### src/rtl/alu_rr_sched.sv
`default_nettype none
// ============================================================================
// Module   : alu_rr_sched
// Purpose  : Round-robin scheduler sharing one DW-bit ALU (add, sub, and, or,
//            shl, shr) between two valid/ready command sources.  One command
//            is executed at a time and its tagged, registered result is
//            returned on a single response channel with backpressure.
// Revision : 1.0 - initial release
// ----------------------------------------------------------------------------
// Ports
//   clk          in   system clock, rising edge
//   rst_n        in   asynchronous active-low reset
//   ena          in   global enable; low blocks new grants only
//   reqN_valid   in   requester N command valid          (N = 0, 1)
//   reqN_ready   out  requester N command accepted this cycle
//   reqN_op      in   requester N opcode (3 bits)
//   reqN_a/b     in   requester N operands (DW bits)
//   rsp_valid    out  response valid
//   rsp_ready    in   response consumer ready
//   rsp_id       out  index of the requester owning the response
//   rsp_data     out  ALU result (DW bits)
//   rsp_err      out  illegal opcode flag
//   busy         out  high whenever the scheduler is not idle
//   rsp_carry    out  carry/borrow/shifted-out bit   (ALU_FLAGS_EN only)
//   rsp_zero     out  result-is-zero flag             (ALU_FLAGS_EN only)
// ----------------------------------------------------------------------------
// Configuration macro
//   ALU_FLAGS_EN : when defined, adds the registered rsp_carry / rsp_zero
//                  outputs.  When undefined those ports and their logic are
//                  absent and all other behaviour is identical.
// ============================================================================
module alu_rr_sched #(
    parameter int   DW      = 8,
    parameter logic RST_PTR = 1'b1
) (
    input  logic          clk,
    input  logic          rst_n,
    input  logic          ena,

    input  logic          req0_valid,
    output logic          req0_ready,
    input  logic [2:0]    req0_op,
    input  logic [DW-1:0] req0_a,
    input  logic [DW-1:0] req0_b,

    input  logic          req1_valid,
    output logic          req1_ready,
    input  logic [2:0]    req1_op,
    input  logic [DW-1:0] req1_a,
    input  logic [DW-1:0] req1_b,

    output logic          rsp_valid,
    input  logic          rsp_ready,
    output logic          rsp_id,
    output logic [DW-1:0] rsp_data,
    output logic          rsp_err,
`ifdef ALU_FLAGS_EN
    output logic          rsp_carry,
    output logic          rsp_zero,
`endif
    output logic          busy
);

    // ------------------------------------------------------------------------
    // Opcodes
    // ------------------------------------------------------------------------
    localparam logic [2:0] OP_ADD = 3'd0;
    localparam logic [2:0] OP_SUB = 3'd1;
    localparam logic [2:0] OP_AND = 3'd2;
    localparam logic [2:0] OP_OR  = 3'd3;
    localparam logic [2:0] OP_SHL = 3'd4;
    localparam logic [2:0] OP_SHR = 3'd5;

    typedef enum logic [1:0] {
        ST_IDLE = 2'd0,
        ST_EXEC = 2'd1,
        ST_RESP = 2'd2
    } state_t;

    state_t        state_q, state_d;
    logic          ptr_q, ptr_d;       // requester granted most recently

    logic [2:0]    op_q;
    logic [DW-1:0] a_q;
    logic [DW-1:0] b_q;
    logic          id_q;

    logic [DW-1:0] rsp_data_q;
    logic          rsp_err_q;
    logic          rsp_id_q;

    logic          grant;
    logic          accept;
    logic [DW-1:0] alu_res;
    logic          alu_err;

    // ------------------------------------------------------------------------
    // Arbitration.  A lone valid requester wins; on contention (or when no
    // one is asking) the requester that was not granted last is preferred.
    // ------------------------------------------------------------------------
    always_comb begin
        grant = ~ptr_q;
        if (req0_valid && !req1_valid) begin
            grant = 1'b0;
        end else if (req1_valid && !req0_valid) begin
            grant = 1'b1;
        end
    end

    assign req0_ready = (state_q == ST_IDLE) && ena && (grant == 1'b0);
    assign req1_ready = (state_q == ST_IDLE) && ena && (grant == 1'b1);
    assign accept     = (req0_valid && req0_ready) || (req1_valid && req1_ready);

    // ------------------------------------------------------------------------
    // Next-state logic
    // ------------------------------------------------------------------------
    always_comb begin
        state_d = state_q;
        ptr_d   = ptr_q;
        case (state_q)
            ST_IDLE: begin
                if (accept) begin
                    state_d = ST_EXEC;
                    ptr_d   = grant;   // pointer moves only on a real transfer
                end
            end
            ST_EXEC: begin
                state_d = ST_RESP;
            end
            ST_RESP: begin
                if (rsp_ready) begin
                    state_d = ST_IDLE;
                end
            end
            default: begin
                state_d = ST_IDLE;
            end
        endcase
    end

    always_ff @(posedge clk or negedge rst_n) begin
        if (!rst_n) begin
            state_q <= ST_IDLE;
            ptr_q   <= RST_PTR;
        end else begin
            state_q <= state_d;
            ptr_q   <= ptr_d;
        end
    end

    // ------------------------------------------------------------------------
    // Command capture: operands are frozen at acceptance so later changes on
    // the request pins cannot disturb the command in flight.
    // ------------------------------------------------------------------------
    always_ff @(posedge clk or negedge rst_n) begin
        if (!rst_n) begin
            op_q <= 3'd0;
            a_q  <= '0;
            b_q  <= '0;
            id_q <= 1'b0;
        end else if ((state_q == ST_IDLE) && accept) begin
            id_q <= grant;
            if (grant) begin
                op_q <= req1_op;
                a_q  <= req1_a;
                b_q  <= req1_b;
            end else begin
                op_q <= req0_op;
                a_q  <= req0_a;
                b_q  <= req0_b;
            end
        end
    end

    // ------------------------------------------------------------------------
    // ALU datapath (operates on captured operands)
    // ------------------------------------------------------------------------
    always_comb begin
        alu_res = '0;
        alu_err = 1'b0;
        case (op_q)
            OP_ADD:  alu_res = a_q + b_q;
            OP_SUB:  alu_res = a_q - b_q;
            OP_AND:  alu_res = a_q & b_q;
            OP_OR:   alu_res = a_q | b_q;
            OP_SHL:  alu_res = {a_q[DW-2:0], 1'b0};
            OP_SHR:  alu_res = {1'b0, a_q[DW-1:1]};
            default: alu_err = 1'b1;
        endcase
    end

    // ------------------------------------------------------------------------
    // Response registers: loaded once in EXEC, then held (including after the
    // handshake) until the next command executes.
    // ------------------------------------------------------------------------
    always_ff @(posedge clk or negedge rst_n) begin
        if (!rst_n) begin
            rsp_data_q <= '0;
            rsp_err_q  <= 1'b0;
            rsp_id_q   <= 1'b0;
        end else if (state_q == ST_EXEC) begin
            rsp_data_q <= alu_res;
            rsp_err_q  <= alu_err;
            rsp_id_q   <= id_q;
        end
    end

`ifdef ALU_FLAGS_EN
    logic [DW:0] add_wide;
    logic        alu_carry;
    logic        rsp_carry_q;
    logic        rsp_zero_q;

    assign add_wide = {1'b0, a_q} + {1'b0, b_q};

    always_comb begin
        alu_carry = 1'b0;
        case (op_q)
            OP_ADD:  alu_carry = add_wide[DW];
            OP_SUB:  alu_carry = (a_q < b_q);     // borrow
            OP_SHL:  alu_carry = a_q[DW-1];
            OP_SHR:  alu_carry = a_q[0];
            default: alu_carry = 1'b0;
        endcase
    end

    always_ff @(posedge clk or negedge rst_n) begin
        if (!rst_n) begin
            rsp_carry_q <= 1'b0;
            rsp_zero_q  <= 1'b0;
        end else if (state_q == ST_EXEC) begin
            rsp_carry_q <= alu_carry;
            rsp_zero_q  <= (alu_res == '0);       // illegal ops give zero too
        end
    end

    assign rsp_carry = rsp_carry_q;
    assign rsp_zero  = rsp_zero_q;
`endif

    // ------------------------------------------------------------------------
    // Outputs
    // ------------------------------------------------------------------------
    assign rsp_valid = (state_q == ST_RESP);
    assign busy      = (state_q != ST_IDLE);
    assign rsp_data  = rsp_data_q;
    assign rsp_err   = rsp_err_q;
    assign rsp_id    = rsp_id_q;

endmodule
`default_nettype wire

### config.mk
export PLATFORM = sky130hd
export DESIGN_NAME = alu_rr_sched
export DESIGN_NICKNAME = d
export VERILOG_FILES = /design/src/rtl/alu_rr_sched.sv
export SDC_FILE = /design/constraint.sdc
export NUM_CORES = 1
export LEC_CHECK = 0
export ABC_AREA = 1
export CORE_ASPECT_RATIO = 0.9
export CORE_MARGIN = 2
export CORE_UTILIZATION = 44
export DETAILED_ROUTE_END_ITERATION = 7
export GPL_ROUTABILITY_DRIVEN = 0
export PLACE_DENSITY = 0.78
export REMOVE_ABC_BUFFERS = 1
export SYNTH_ARGS = -nofsm -noshare
export SYNTH_HDL_FRONTEND = slang
export SYNTH_SLANG_ARGS = --single-unit
export TNS_END_PERCENT = 10
### constraint.sdc
create_clock -name clk -period 2 [get_ports clk]
set_input_delay 0.5 -clock clk [delete_from_list [all_inputs] [get_ports clk]]
set_output_delay 0.5 -clock clk [all_outputs]
set_load 0.01 [all_outputs]
==> notes.md, run 1 <==
yosys + openroad results -> Fmax achieved=0.4451 GHz, Worst Setup Slack, final=-0.2467 ns, setup clock skew after layout=0.006690 ns, Num Clock Sinks=33, setup repair after global routing missed its margin=yes, clock-pin slew of the registers on the worst-case setup and hold paths=0.07 ns, Critical Path Source Type=register, Area after DPL=3053 um^2, result of the run=complete, but fails checks, proportion of register bits with asynchronous set or reset after synthesis=100.0%, #FFs+latches synth=33, most used flip-flop cell=sky130_fd_sc_hd__dfrtp_1, Pwr per Cell Area=1955 nW/um^2, register area=827.0 um^2, critical path's slowest cell=sky130_fd_sc_hd__dfrtp_1, number of buffers added by the clock tree synthesis step=5, netlist area before placement=2217 um^2, Chip Area=5624 um^2, hold violation count in the final report=0, clock latency at the later pin of the worst-skew pair=0.30 ns, fraction of final layout cells with drive strength greater than 1=21.91%, Area leader share=36.12%, violations in the final reports=negative setup slack, count of final max-slew check failures=0, number of cells in the yosys synthesis report=303, worst hold slack=0.4773 ns, largest net degree at the start of global routing=34, family with the most delay on the worst path=simple AND/OR/NAND/NOR gates, number of failing setup endpoints in the final timing report=5, worst supply voltage drop on vdd=0.0007764 V, global route total overflow=0
run 1: cell usage in the layout (no fill, tap or decap), drive strengths merged, types with 11 or more instances in the layout:
cell type,netlist,routed
nand2,67,67
dfrtp,32,32
a21oi,11,11
buf,5,31
clkdlybuf4s50,0,53
o21ai,31,31
nor2,37,37
inv,39,39
nand3,17,17
o22ai,24,24
run 1: per-layer routing:
| layer | share of wire (%) | GRT usage, % |
|---|---|---|
| met1 | 44 | 29.14 |
| met2 | 48 | 39.51 |
| met3 | 6.0 | 4.156 |
| met4 | 2.1 | 9.579 |
| met5 | 0 | 0 |
run 1: where the power goes:
part           internal (mW)  total, mW  switching [mW]
sequential             0.973       1.19           0.218
clock                  0.495      0.766           0.271
combinational           2.04       4.54            2.50
run 1: stage by stage:
stage / TNS, ns / power, mW
5_1_grt: -1.559 / 6.960
3_3_place_gp: -1.492 / 4.771
3_5_place_dp: -2.028 / 4.922
6_report: -0.8198 / 6.498
2_1_floorplan: -3.552 / 3.494
4_1_cts: -0.4826 / 6.076
run 1: final cells by class:
type                       count  area share, %
sequential                    33          24.89
inverter                      39          4.405
timing repair buffer          86          24.06
clock buffer                   5          2.071
tap                           65          2.447
clock inverter                 3          1.958
multi-input combinational    222          40.17
run 1: kinds of logic (layout without fill, tap and decap cells):
family	Yosys count	in the layout	share of synthesized area, %
XOR/XNOR	6	6	2.370
flip-flops	33	33	37.30
AND/OR/NAND/NOR	133	133	26.69
adder cells (fa/ha/maj)	11	11	6.546
buffers and inverters	48	133	8.465
AND-OR/OR-AND	72	72	18.62
run 1: state kept, by name, indices dropped and copies added (netlist names):
name,cells
b_q,8
state_q,2
rsp_id,1
id_q,1
a_q,8
rsp_err,1
ptr_q,1
rsp_data,8
op_q,3
run 1: worst min-delay path, delay by kind of cell, from the launching register on:
family           cells  cell delay [ns]
flip-flops           1             0.34
AND/OR/NAND/NOR      2             0.10
run 1: repair_timing:
action                                  4_1_cts  5_1_grt
hold buffers                                  0        0
buffers inserted                              1        0
resized                                      30       16
pin swaps                                     8       11
endpoints found under the hold margin         0        0
endpoints found under the setup margin        9        8
run 1: path summary, 6_finish.rpt:
check,cells after the start,to,start,slack (ns)
worst min-delay path,2,rsp_data[4],rsp_data[4],0.48
max in group asynchronous,2,ptr_q,rst_n,1.06
min in group asynchronous,2,rsp_data[3],rst_n,0.61
worst max register to register,17,rsp_data[7],b_q[1],-0.25
worst min register to register,2,rsp_data[4],rsp_data[4],0.48
worst max-delay path,17,rsp_data[7],b_q[1],-0.25
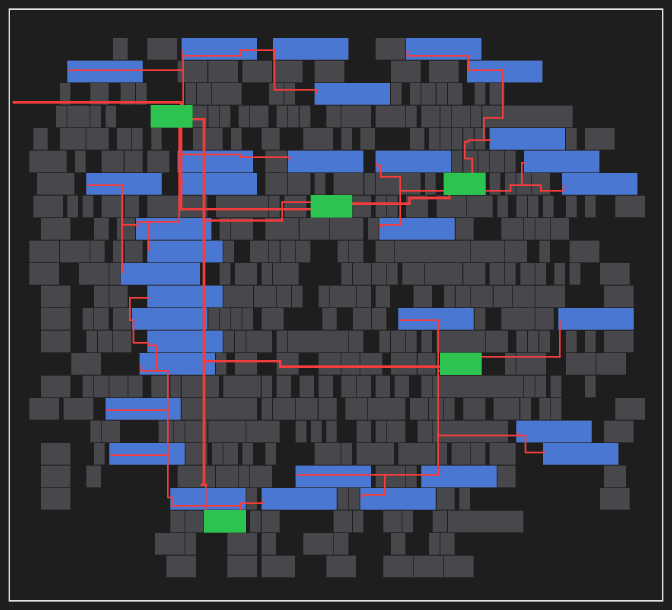
*Clock wires, drivers and flops, run 1*
- green: clock drivers (count 5)
- blue: flip-flops (count 33)
- red: clock wires (length 487 um)
- flops lie: widely spread
- routed clock nets: 6

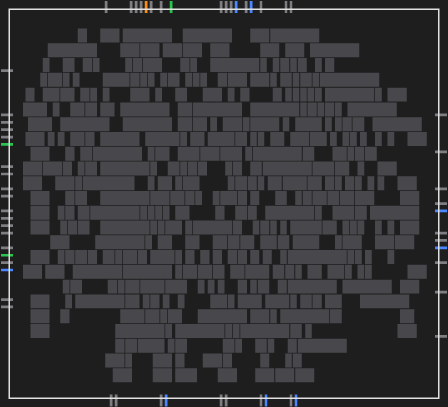
*Ports around the boundary, run 1*
Pins as bars across the die edge, other pins in grey.
- green: req0_op (pins 3; direction input; edge 2 left, 1 top)
- blue: req0_a (pins 8; direction input; edge 3 bottom, 2 right, 2 top, 1 left)
- orange: rsp_valid (pins 1; direction output; edge top)

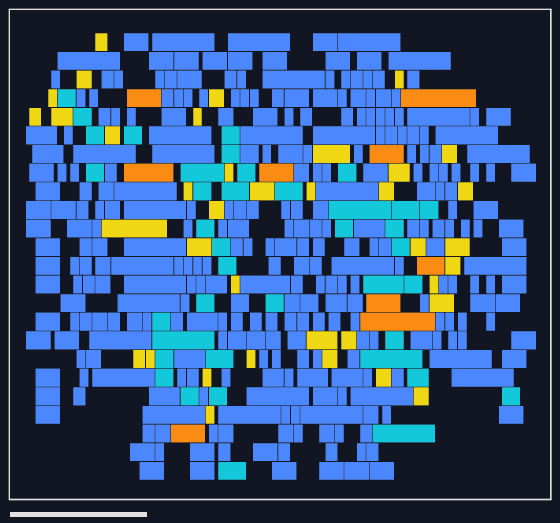
*Cells by drive strength, run 1*
Bar = 20 um.
- orange: _6 and larger (cells 9; most used clkbuf_8)
- blue: _0 and _1 cells (cells 303; most used nand2_1)
- cyan: _3 and _4 cells (cells 39; most used buf_4)
- yellow: _2 cells (cells 37; most used inv_2)
Worst Setup Slack, final: -0.2467 ns
relative area change from synthesis to final layout: 49.89%
final cell area excluding filler cells: 3323 um^2

## Run 2: what changed since run 1
- CORE_ASPECT_RATIO: 0.9 -> 0.75
- CORE_MARGIN: 2 -> default
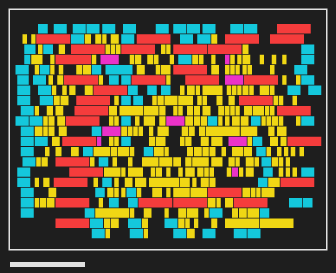
*Placed cells, one colour a class, run 2*
Bar = 20 um.
- magenta: clock drivers and dummy loads (cells 8)
- yellow: combinational and other logic (cells 261)
- cyan: other buffers and delay cells (cells 90)
- red: flops (cells 33)
share of cell area taken by flip-flops and latches: 25.29%
final cell utilization of the core: 70.33%

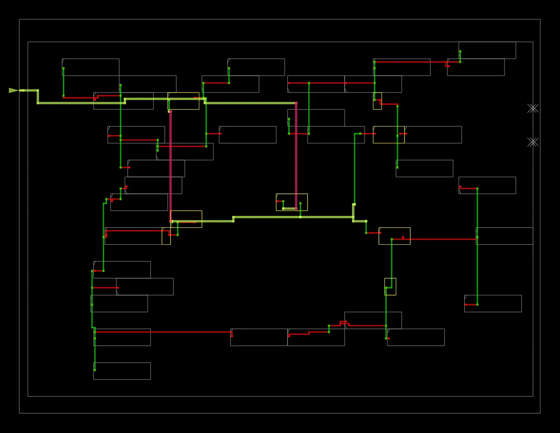
*Clock nets, run 2*
number of clock buffer instances in the layout: 7
Num Clock Sinks: 33
clock network power: 0.479 mW
setup clock skew after layout: 0.006806 ns

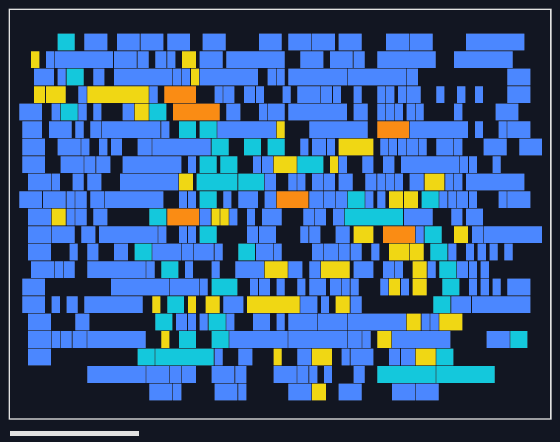
*Cells by drive strength, run 2*
Bar = 20 um.
- orange: _6 and larger (cells 6; most used clkbuf_8)
- yellow: _2 cells (cells 40; most used inv_2)
- blue: _0 and _1 cells (cells 306; most used nand2_1)
- cyan: _3 and _4 cells (cells 40; most used buf_4)
Worst Setup Slack, final: -0.2765 ns
total of plain and repair buffers excluding clock buffers: 90
final cell area excluding filler cells: 3271 um^2
relative area change from synthesis to final layout: 47.52%

==> notes.md, run 2 <==
yosys + openroad results -> most common library cell in the layout ignoring fill and taps=sky130_fd_sc_hd__nand2_1, largest net degree at the start of global routing=34 (unchanged), result of the run=complete, but fails checks, hold violation count in the final report=0 (unchanged), I/O Pins=58, global route total overflow=0 (unchanged), Worst Setup Slack, final=-0.2765 ns (-0.02972 ns), worst supply voltage drop on vdd=0.0006576 V (-15%), number of failing setup endpoints in the final timing report=6 (+1), family with the most delay on the worst path=simple AND/OR/NAND/NOR gates, count of unresolved DRC violations after routing=4, Critical Path Source Type=register, fraction of final layout cells with drive strength greater than 1=21.94% (+0.032 points), Area after DPL=3058 um^2 (+0.16%), Fmax achieved=0.4393 GHz (-1.3%), Chip Area=5330 um^2 (-5.2%), number of flops mapped to enable cells by yosys=0, H-tree Lvls=2, setup repair after global routing missed its margin=yes, Pwr per Cell Area=1875 nW/um^2 (-4.1%), clock-pin slew of the registers on the worst-case setup and hold paths=0.07 ns (about the same), met1 capacity usage during global routing=34.80% (+5.7 points), worst hold slack=0.4833 ns (+0.005974 ns), tally of unique sky130hd cells used after synthesis=31, critical path's slowest cell=sky130_fd_sc_hd__dfrtp_1, proportion of register bits with asynchronous set or reset after synthesis=100.0% (unchanged), total negative setup slack=-1.037 ns (-0.2169 ns), #FFs+latches synth=33 (unchanged), commonest non-fill, non-tap cells in the layout=sky130_fd_sc_hd__nand2_1, sky130_fd_sc_hd__clkdlybuf4s50_1, sky130_fd_sc_hd__dfrtp_1, sky130_fd_sc_hd__buf_4, sky130_fd_sc_hd__nor2_1, count of vias placed by the detailed router=2360, number of cells in the yosys synthesis report=303 (unchanged), number of buffers added by the clock tree synthesis step=5 (unchanged), violations in the final reports=design-rule violations, negative setup slack, worst max-slew margin expressed relative to the limit=58.05%, first-pass GRT wire length=10.57 mm, met2 track demand over resource in global routing=41.09% (+1.6 points), count of final max-slew check failures=0 (unchanged), Final Total Pwr=6.132 mW (-5.6%), number of antenna violations at the first check in global routing=0, routing layer with the top usage in global route=met2, clock latency at the later pin of the worst-skew pair=0.28 ns (-0.02 ns), netlist area before placement=2217 um^2 (unchanged), Area leader share=36.12% (unchanged), row count=21, die height=63.48 um
==> run 2: cell counts after synthesis <==
No cell type changed its count.
==> run 2: kinds of logic (layout without fill, tap and decap cells) <==
family | after synthesis | count (layout) | share of synthesized area [%]
XOR/XNOR | 6 | 6 | 2.370
adder cells (fa/ha/maj) | 11 | 11 | 6.546
AND-OR/OR-AND | 72 | 72 | 18.62
flip-flops | 33 | 33 | 37.30
buffers and inverters | 48 | 137 | 8.465
AND/OR/NAND/NOR | 133 | 133 | 26.69
==> run 2: worst paths after layout <==
kind / startpoint / slack (ns) / endpoint / cells after the start
worst max-delay path: b_q[0] / -0.28 / rsp_data[7] / 19
worst min-delay path: rsp_data[4] / 0.48 / rsp_data[4] / 2
worst max register to register: b_q[0] / -0.28 / rsp_data[7] / 19
worst min register to register: rsp_data[4] / 0.48 / rsp_data[4] / 2
max in group asynchronous: rst_n / 1.04 / ptr_q / 2
min in group asynchronous: rst_n / 0.61 / a_q[3] / 2
==> run 2: worst min-delay path: cells and delay by family (launching register included) <==
| family | cells | cell delay [ns] |
|---|---|---|
| DFF | 1 | 0.34 |
| and+or+nand+nor | 2 | 0.11 |
==> run 2: per-layer routing <==
layer	vias up	part of all wire, %
li1	1183	-
met1	1094	47
met2	77	46
met3	6	5.6
met4	0	0.83
met5	-	0
==> run 2: cell type report <==
type / instances / area, um^2
timing repair buffer: 90 / 823.3
clock buffer: 7 / 76.32
multi-input combinational: 222 / 1321
inverter: 39 / 146.4
tap: 57 / 71.32
fill: 381 / 1380
sequential: 33 / 827.0
clock inverter: 1 / 5.005
==> run 2: where the power goes <==
| part | switching [mW] | internal (mW) | total [mW] | leakage [nW] |
|---|---|---|---|---|
| Combinational | 2.40 | 2.06 | 4.47 | 1.09 |
| Sequential | 0.210 | 0.974 | 1.18 | 0.409 |
| Clock | 0.235 | 0.244 | 0.479 | 0.0422 |
| Total | 2.85 | 3.28 | 6.13 | 1.54 |
==> run 2: repair_timing <==
item / CTS / global route
endpoints found under the hold margin: 0 / 0
pin swaps: 2 / 11
setup endpoints to repair: 9 / 9
resized: 22 / 14
buffers inserted: 1 / 2
## Run 3: what changed since run 2
- CORE_UTILIZATION: 44 -> 49
- GPL_ROUTABILITY_DRIVEN: 0 -> default
- PLACE_DENSITY: 0.78 -> 0.82
- TNS_END_PERCENT: 10 -> default
- clock period: 2 -> 2.1 ns (I/O delays scaled with it)
==> notes.md, run 3 <==
yosys + openroad results -> part of the power in combinational logic=71.7% (-1.2 points), clock-pin slew of the registers on the worst-case setup and hold paths=0.07 ns (about the same), Gate Area=1386 um^2 (+4.9%), Fmax achieved=0.4485 GHz (+2.1%), largest net degree at the start of global routing=34 (unchanged), clock latency at the later pin of the worst-skew pair=0.29 ns (about the same), Worst Setup Slack, final=-0.1298 ns (+0.1466 ns), Final Total Pwr=6.285 mW (+2.5%), violations in the final reports=negative setup slack, Num Clock Sinks=33 (unchanged), FILL cells=293 (-23%), number of failing setup endpoints in the final timing report=4 (-2), result of the run=complete, but fails checks, global route total overflow=0 (unchanged), hold violation count in the final report=0 (unchanged), count of final max-slew check failures=0 (unchanged), netlist area before placement=2217 um^2 (unchanged), count of unresolved DRC violations after routing=0 (-4), #FFs+latches synth=33 (unchanged), Pwr per Cell Area=1876 nW/um^2 (about the same), worst max-slew margin expressed relative to the limit=55.08% (-3.0 points), reported net switching power=2.930 mW (+2.8%), register area=827.0 um^2 (unchanged)
[run 3: cells by family after synthesis]
kind of cell	share of synthesized area [%]
xor gates and xnor gates	2.370
DFF	37.30
AOI/OAI and AO/OA	18.62
buffers and inverters	8.465
adders and majority gates	6.546
and+or+nand+nor	26.69
[run 3: final cells by class]
type,count,area share [%]
inverter,39,4.369
tap,55,2.054
clock inverter,1,0.8962
sequential,33,24.68
multi-input combinational,222,41.37
timing repair buffer,87,24.05
clock buffer,7,2.577
[run 3: timing repair]
item / 4_1_cts / 5_1_grt
pin swaps: 11 / 19
endpoints found under the hold margin: 0 / 0
cloned: 0 / 0
setup endpoints to repair: 7 / 8
resized: 36 / 18
setup buffers: 2 / 2
[run 3: metal layers]
metal / global-route usage (%) / wire length, um / vias up
met5: 0 / 0 / -
met4: 8.312 / 40 / 0
met3: 5.649 / 436 / 6
met2: 46.64 / 3223 / 84
met1: 38.83 / 2948 / 1136
li1: - / - / 1180
[run 3: per-stage QoR]
step	area (um^2)	hold WS (ns)
after floorplan	2176	0.2294
after global placement	3025	0.4616
after detailed placement	3025	0.4642
after CTS	3269	0.4815
after global routing	3351	0.4963
final	3351	0.4769
[run 3: worst paths after layout]
kind,from,slack (ns),end,cells after the start
worst min-delay path,rsp_data[6],0.48,rsp_data[6],2
worst min register to register,rsp_data[6],0.48,rsp_data[6],2
worst max register to register,b_q[1],-0.13,rsp_data[6],15
worst max-delay path,b_q[1],-0.13,rsp_data[6],15
max in group asynchronous,rst_n,1.12,ptr_q,2
min in group asynchronous,rst_n,0.64,a_q[2],2
[run 3: power by group through the flow]
stage	registers (mW)	logic [mW]	clock network, mW
finish	1.15	4.51	0.627
detailed placement	1.12	3.51	0
global route	1.17	4.90	0.671
global placement	1.11	3.39	0
floorplan	1.15	2.18	0
CTS	1.13	4.09	0.628
[run 3: worst max-delay path, delay by kind of cell (launching register included)]
kind	cells	cell delay (ns)
simple gates	9	0.62
buf+inv	3	0.42
flops	1	0.40
fa+ha+maj	1	0.31
xor+xnor	1	0.20
compound gates	1	0.16
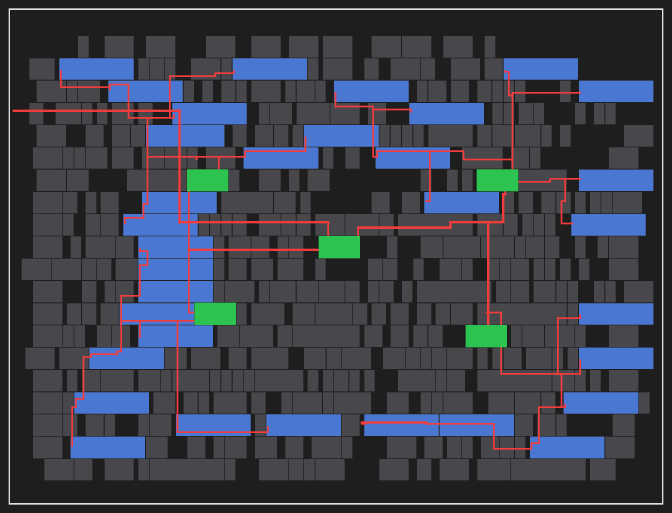
*Clock wires, drivers and flops, run 3*
- blue: flip-flops (count 33)
- green: clock drivers (count 5)
- red: clock wires (length 441 um)
- flops lie: widely spread
- routed clock nets: 6

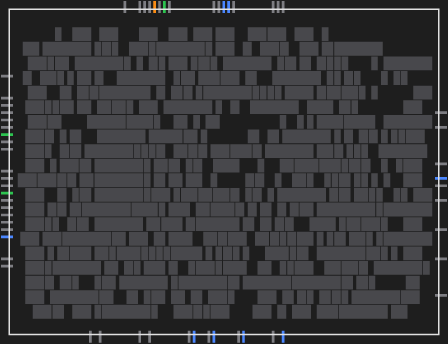
*Ports around the boundary, run 3*
Pins as bars across the die edge, other pins in grey.
- green: req0_op (pins 3; direction input; edge 2 left, 1 top)
- orange: rsp_valid (pins 1; direction output; edge top)
- blue: req0_a (pins 8; direction input; edge 4 bottom, 2 top, 1 left, 1 right)
die height: 60.26 um
quantity of I/O buffers inserted on ports: 57

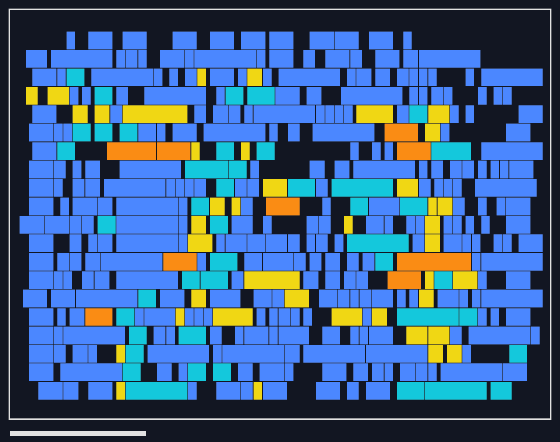
*Cells by drive strength, run 3*
Bar = 20 um.
- yellow: _2 cells (cells 40; most used inv_2)
- blue: _0 and _1 cells (cells 297)
- cyan: _3 and _4 cells (cells 43; most used buf_4)
- orange: _6 and larger (cells 9; most used clkbuf_8)
final cell area excluding filler cells: 3351 um^2
relative area change from synthesis to final layout: 51.13%

Power figures rest on the tool's default switching activity, not on a simulated workload.
